### config.mk
export PLATFORM = sky130hd
export DESIGN_NAME = uwire_responder
export DESIGN_NICKNAME = d
export VERILOG_FILES = /design/src/rtl/uwire_responder.sv
export SDC_FILE = /design/constraint.sdc
export NUM_CORES = 1
export LEC_CHECK = 0
export CAP_MARGIN = 15
export CORE_ASPECT_RATIO = 2
export CORE_MARGIN = 4
export CORE_UTILIZATION = 60
export DETAILED_ROUTE_END_ITERATION = 10
export PLACE_DENSITY = 0.83
export SETUP_SLACK_MARGIN = 0.5
export SLEW_MARGIN = 20
export SYNTH_ARGS = -nofsm -noshare
export SYNTH_HDL_FRONTEND = slang
export SYNTH_SLANG_ARGS = --single-unit
### constraint.sdc
create_clock -name clk -period 2.9 [get_ports clk]
set_input_delay 0.58 -clock clk [delete_from_list [all_inputs] [get_ports clk]]
set_output_delay 0.58 -clock clk [all_outputs]
set_load 0.05 [all_outputs]
### src/rtl/uwire_responder.sv
// Target-side MICROWIRE endpoint: oversampled deserializer with a 28-bit register file.
// Optional readback serializer is enabled by defining UWIRE_READBACK_EN.
module uwire_responder #(
  parameter int unsigned NREG    = 16,
  parameter int unsigned RB_ADDR = 15,
  parameter int unsigned SYNC    = 2
) (
  input  logic        clk,
  input  logic        rst,
  input  logic        uw_clk,
  input  logic        uw_le,
  input  logic        uw_din,
  output logic        uw_dout,
  output logic        uw_doe,
  output logic        wr_stb,
  output logic [3:0]  wr_addr,
  output logic [27:0] wr_data,
  output logic        frame_err,
  input  logic [3:0]  rd_addr,
  output logic [27:0] rd_data
);

  localparam int unsigned DW  = 28;
  localparam int unsigned AW  = 4;
  localparam int unsigned FW  = 32;
  localparam int unsigned CW  = 6;
  localparam int unsigned IW  = (NREG > 1) ? $clog2(NREG) : 1;
  localparam int unsigned STW = $clog2(SYNC + 1) + 1;
  localparam logic [AW:0] NREG_L = 5'(NREG);

  // SETTLE lets the synchronizers flush after reset; WAIT swallows a frame already in flight.
  typedef enum logic [1:0] {ST_SETTLE, ST_IDLE, ST_SHIFT, ST_WAIT} state_e;

  state_e              state_q, state_d;
  logic [SYNC-1:0]     le_sync_q, le_sync_d, clk_sync_q, clk_sync_d, din_sync_q, din_sync_d;
  logic                le_h_q, clk_h_q;
  logic [STW-1:0]      settle_q, settle_d;
  logic [FW-1:0]       sr_q, sr_d;
  logic [CW-1:0]       bitcnt_q, bitcnt_d;
  logic                wr_stb_q, wr_stb_d, frame_err_q, frame_err_d;
  logic [AW-1:0]       wr_addr_q, wr_addr_d;
  logic [DW-1:0]       wr_data_q, wr_data_d, rd_data_q, rd_data_d;
  logic [DW-1:0]       regs_q [NREG];
  logic [DW-1:0]       regs_d [NREG];
  logic                le_s, clk_s, din_s;
  logic                le_rise_c, le_fall_c, clk_rise_c, commit_c;
  logic [AW-1:0]       fr_addr_c;
  logic [DW-1:0]       fr_data_c;

  assign le_s       = le_sync_q[SYNC-1];
  assign clk_s      = clk_sync_q[SYNC-1];
  assign din_s      = din_sync_q[SYNC-1];
  assign le_rise_c  = le_s & ~le_h_q;
  assign le_fall_c  = ~le_s & le_h_q;
  assign clk_rise_c = clk_s & ~clk_h_q;
  assign fr_addr_c  = sr_q[AW-1:0];
  assign fr_data_c  = sr_q[FW-1:AW];

  always_comb begin
    le_sync_d  = {le_sync_q[SYNC-2:0], uw_le};
    clk_sync_d = {clk_sync_q[SYNC-2:0], uw_clk};
    din_sync_d = {din_sync_q[SYNC-2:0], uw_din};
  end

  // Frame FSM, register file write and local read port
  always_comb begin
    state_d     = state_q;
    settle_d    = settle_q;
    sr_d        = sr_q;
    bitcnt_d    = bitcnt_q;
    wr_stb_d    = 1'b0;
    wr_addr_d   = wr_addr_q;
    wr_data_d   = wr_data_q;
    frame_err_d = 1'b0;
    regs_d      = regs_q;
    commit_c    = 1'b0;
    rd_data_d   = '0;

    case (state_q)
      ST_SETTLE: begin
        settle_d = settle_q + STW'(1);
        if (settle_q == STW'(SYNC)) state_d = le_s ? ST_IDLE : ST_WAIT;
      end
      ST_IDLE: begin
        if (le_fall_c) begin
          state_d  = ST_SHIFT;
          sr_d     = '0;
          bitcnt_d = '0;
        end
      end
      ST_SHIFT: begin
        if (le_rise_c) begin
          state_d = ST_IDLE;
          if (bitcnt_q == CW'(32)) commit_c = 1'b1;
          else                     frame_err_d = 1'b1;
        end else if (clk_rise_c) begin
          sr_d = {sr_q[FW-2:0], din_s};
          if (bitcnt_q != CW'(33)) bitcnt_d = bitcnt_q + CW'(1);
        end
      end
      ST_WAIT: begin
        if (le_rise_c) state_d = ST_IDLE;
      end
      default: state_d = ST_IDLE;
    endcase

    if (commit_c && ({1'b0, fr_addr_c} < NREG_L)) begin
      regs_d[fr_addr_c[IW-1:0]] = fr_data_c;
      wr_stb_d  = 1'b1;
      wr_addr_d = fr_addr_c;
      wr_data_d = fr_data_c;
    end

    if ({1'b0, rd_addr} < NREG_L) rd_data_d = regs_q[rd_addr[IW-1:0]];
  end

  always_ff @(posedge clk) begin
    if (rst) begin
      state_q     <= ST_SETTLE;
      le_sync_q   <= '1;
      clk_sync_q  <= '0;
      din_sync_q  <= '0;
      le_h_q      <= 1'b1;
      clk_h_q     <= 1'b0;
      settle_q    <= '0;
      sr_q        <= '0;
      bitcnt_q    <= '0;
      wr_stb_q    <= 1'b0;
      wr_addr_q   <= '0;
      wr_data_q   <= '0;
      frame_err_q <= 1'b0;
      rd_data_q   <= '0;
      for (int i = 0; i < int'(NREG); i++) regs_q[i] <= '0;
    end else begin
      state_q     <= state_d;
      le_sync_q   <= le_sync_d;
      clk_sync_q  <= clk_sync_d;
      din_sync_q  <= din_sync_d;
      le_h_q      <= le_s;
      clk_h_q     <= clk_s;
      settle_q    <= settle_d;
      sr_q        <= sr_d;
      bitcnt_q    <= bitcnt_d;
      wr_stb_q    <= wr_stb_d;
      wr_addr_q   <= wr_addr_d;
      wr_data_q   <= wr_data_d;
      frame_err_q <= frame_err_d;
      rd_data_q   <= rd_data_d;
      regs_q      <= regs_d;
    end
  end

  assign wr_stb    = wr_stb_q;
  assign wr_addr   = wr_addr_q;
  assign wr_data   = wr_data_q;
  assign frame_err = frame_err_q;
  assign rd_data   = rd_data_q;

`ifdef UWIRE_READBACK_EN
  logic          clk_fall_c;
  logic [3:0]    rb_ptr_q, rb_ptr_d;
  logic          rb_vld_q, rb_vld_d, doe_q, doe_d, dout_q, dout_d;
  logic [FW-1:0] rb_sr_q, rb_sr_d, rb_word_c;

  assign clk_fall_c = ~clk_s & clk_h_q;

  // Readback pointer and serializer; word is loaded at LE fall, shifted on uw_clk falls
  always_comb begin
    rb_ptr_d  = rb_ptr_q;
    rb_vld_d  = rb_vld_q;
    rb_sr_d   = rb_sr_q;
    doe_d     = doe_q;
    dout_d    = dout_q;
    rb_word_c = {DW'(0), rb_ptr_q};
    if ({1'b0, rb_ptr_q} < NREG_L) rb_word_c = {regs_q[rb_ptr_q[IW-1:0]], rb_ptr_q};

    if (state_q == ST_IDLE && le_fall_c && rb_vld_q) begin
      doe_d   = 1'b1;
      dout_d  = rb_word_c[FW-1];
      rb_sr_d = {rb_word_c[FW-2:0], 1'b0};
    end else if (doe_q && state_q == ST_SHIFT && clk_fall_c && !le_rise_c) begin
      dout_d  = rb_sr_q[FW-1];
      rb_sr_d = {rb_sr_q[FW-2:0], 1'b0};
    end

    if (state_q == ST_SHIFT && le_rise_c) begin
      doe_d    = 1'b0;
      dout_d   = 1'b0;
      rb_vld_d = 1'b0;
    end

    if (commit_c && fr_addr_c == 4'(RB_ADDR)) begin
      rb_ptr_d = fr_data_c[3:0];
      rb_vld_d = 1'b1;
    end
  end

  always_ff @(posedge clk) begin
    if (rst) begin
      rb_ptr_q <= '0;
      rb_vld_q <= 1'b0;
      rb_sr_q  <= '0;
      doe_q    <= 1'b0;
      dout_q   <= 1'b0;
    end else begin
      rb_ptr_q <= rb_ptr_d;
      rb_vld_q <= rb_vld_d;
      rb_sr_q  <= rb_sr_d;
      doe_q    <= doe_d;
      dout_q   <= dout_d;
    end
  end

  assign uw_dout = dout_q;
  assign uw_doe  = doe_q;
`else
  assign uw_dout = 1'b0;
  assign uw_doe  = 1'b0;
`endif

endmodule

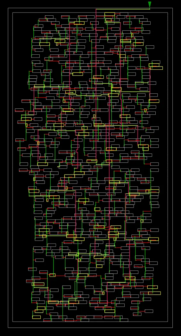
**Above:** clock wiring as the flow saved it.
Clk power: 0.00628 W
sequential cells: 561
Clock Skews: 22.3 ps

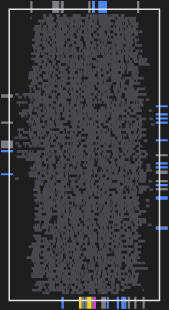
**Above:** ports around the boundary.
Drawn at 1 px/µm. Pins as bars across the die edge, other pins in grey.
colour	port	pins	direction	edge
yellow	wr_addr	4	output	south
blue	rd_data	28	output	11 east, 10 north, 5 south, 2 west
magenta	uw_clk	1	input	south
all pins by edge	25 south, 21 north, 17 east, 10 west
die y size: 290 µm
count of input and output buffers: 70

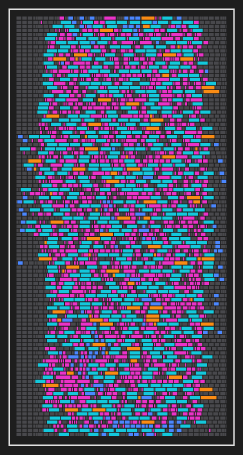
**Above:** cell classes on the final placement.
Drawn at 1.5 px/µm. Fill, decap, tap and diode cells in grey.
colour	class	cells
cyan	flip-flops	561
blue	other buffers and delay cells	125
magenta	all other logic	1,462
orange	clock drivers and dummy loads	81
core box area: 0.0393 mm²
post-route core utilization: 65.7%

==> out/qor.yml <==
run_status: "completed"
edf_count: 0
power_top_consumer: "registers"
yosys_most_used_dff: "sky130_fd_sc_hd__dfxtp_1"
layout.cells.largest_class: "sequential cells"
synth.comb.largest_family: "multiplexers"
clock_power_share_pct: 42.5
post_synth_instance_area_mm2: 0.0238
detail_route.vias_per_cell: 6.11
synth.cellmix.adderShare_pct: 0.263
finalSetupTns_ps: 0
power-per-cell-area_mw_per_mm2: 573
ys_chip_area_mm2: 0.0238
placed_cell_area_mm2: 0.0243
global_route.usage.met2_pct: 48.8
reg2reg_to: "wr_data[19]$_SDFFE_PP0P_"
internal_power_w: 0.0115
synth.cellmix.compoundShare_pct: 4.42
postSynthSeqShare_pct: 47.2
dp_hpwl_mm: 36.6
globalRoute.busiestLayer: "met2"
first_iter_violations: 1460
crit_buf_inv: 1
wirelength_met1_mm: 23.2
crit_start: "rd_data[26]$_SDFF_PP0_"
nets: 2211
finalWirelength_mm: 60.6
postCtsHoldBufs: 0
cts_max_path_buffers: 3
finalClockPeriodUsage_pct: 82.2
syn-mean-instance-area_um2: 10.6
p_sw_share_pct: 22.5
yosys.cell_types.count: 49
worst_hold_startpoint: "rst"
die-width_um: 149
clkCellAreaFrac_pct: 5.79
place_congestion: 0.821
ys_cells: 2254
layout.filler_cells: 2955
grt_pass1_wl_mm: 94.4
combinationalPowerShare_pct: 4.8
vdd_ir_drop_max_v: 0.000441
dominant_logic_cell_type_in_the_layout: "sky130_fd_sc_hd__mux2i_1"
top_signal_layer_used: "met4"
timing.setup.critical_path_class: "reg -> out"
comb_share_pct: 43.3
post_cts.resized_instances: 5
worstHoldPathCells: 2
synthTopCellsByArea: "sky130_fd_sc_hd__dfxtp_1 (47%), sky130_fd_sc_hd__mux2i_1 (25%), sky130_fd_sc_hd__nor2_1 (7.8%), sky130_fd_sc_hd__mux4_2 (5.5%), sky130_fd_sc_hd__clkbuf_1 (2.2%)"
max_stage_delay_ps: 840
multi_input_logic_cell_count: 1455
clk-insertion-delay-late_ps: 580
drt_pre_antenna_iters: 6
tritoncts: "done"
sequentialPowerShare_pct: 52.8
critPathRequiredTime_ps: 2320
final_layout_size_suffix_gt1_share_pct: 9.24
setup_violating_endpoint_count_in_the_final_report: 0
ys_async_sr_fraction_pct: 0
warnings: 35
timing.fmax_mhz: 420
floorplan.io_pins: 73
n_all_buffers: 125
detail_route.drc_violations: 0
grt_setup_unrepaired: "no"
total_switching_power_w: 0.00333
crit_end: "rd_data[26]"
syn2layout_area_growth_pct: 8.47
hold_path_class: "in -> reg"
synthesis.instances: 2254
p_comb_w: 0.000708
max_slew.worst_pin.slew_ps: 1060
register_to_register_setup_slack_ps: 710
met3_length_mm: 3.17
static-leakage-power_nw: 13.0
lay_top_cells: "sky130_fd_sc_hd__mux2i_1 (593), sky130_fd_sc_hd__dfxtp_1 (561), sky130_fd_sc_hd__nor2_1 (492), sky130_fd_sc_hd__clkdlybuf4s50_1 (61)"
simple_gate_area_share_pct: 11.6
clockRootBuffer: "sky130_fd_sc_hd__clkbuf_16"
==> synth_stat cells (5+ instances only) <==
library cell	n
sky130_fd_sc_hd__mux2i_1	593
sky130_fd_sc_hd__dfxtp_1	561
sky130_fd_sc_hd__nor2_1	493
sky130_fd_sc_hd__clkbuf_1	139
sky130_fd_sc_hd__mux4_2	58
sky130_fd_sc_hd__nand2_1	58
sky130_fd_sc_hd__o21ai_0	47
sky130_fd_sc_hd__a221oi_1	43
sky130_fd_sc_hd__buf_6	38
sky130_fd_sc_hd__a21oi_1	37
sky130_fd_sc_hd__nand3b_1	32
sky130_fd_sc_hd__buf_2	27
sky130_fd_sc_hd__nand4_1	17
sky130_fd_sc_hd__buf_8	14
sky130_fd_sc_hd__buf_4	12
sky130_fd_sc_hd__nor2b_1	10
sky130_fd_sc_hd__a22oi_1	6
sky130_fd_sc_hd__inv_1	6
sky130_fd_sc_hd__a22o_1	5
sky130_fd_sc_hd__and4bb_2	5
sky130_fd_sc_hd__ha_1	5
sky130_fd_sc_hd__o32ai_1	5
sky130_fd_sc_hd__or2_2	5
==> sequential cells by signal, indices dropped and copies added, names as in the netlist, 2 cells and up <==
signal	count
wr_addr	4
wr_data	28
bitcnt_q	6
sr_q	32
regs_q	448
settle_q	3
state_q	2
rd_data	28
le_sync_q	2
clk_sync_q	2
din_sync_q	2
==> kinds of logic after synthesis <==
kind of cell,count (synthesis)
and+or+nand+nor,638
DFF,561
xor gates and xnor gates,3
adders and majority gates,5
muxes,651
other,1
AOI/OAI and AO/OA,156
buffers and inverters,239
==> through the flow <==
stage	std cells	power (W)	utilization, %	hold slack, ps
after floorplan	2255	0.00847	-	389
after global placement	2673	0.00867	61.9	401
after detailed placement	2673	0.00869	61.9	406
after CTS	2754	0.0149	65.7	344
after global routing	2754	0.0152	65.7	362
final	2754	0.0148	65.7	364
No activity file was given, so power comes from the tool's default toggle rates.
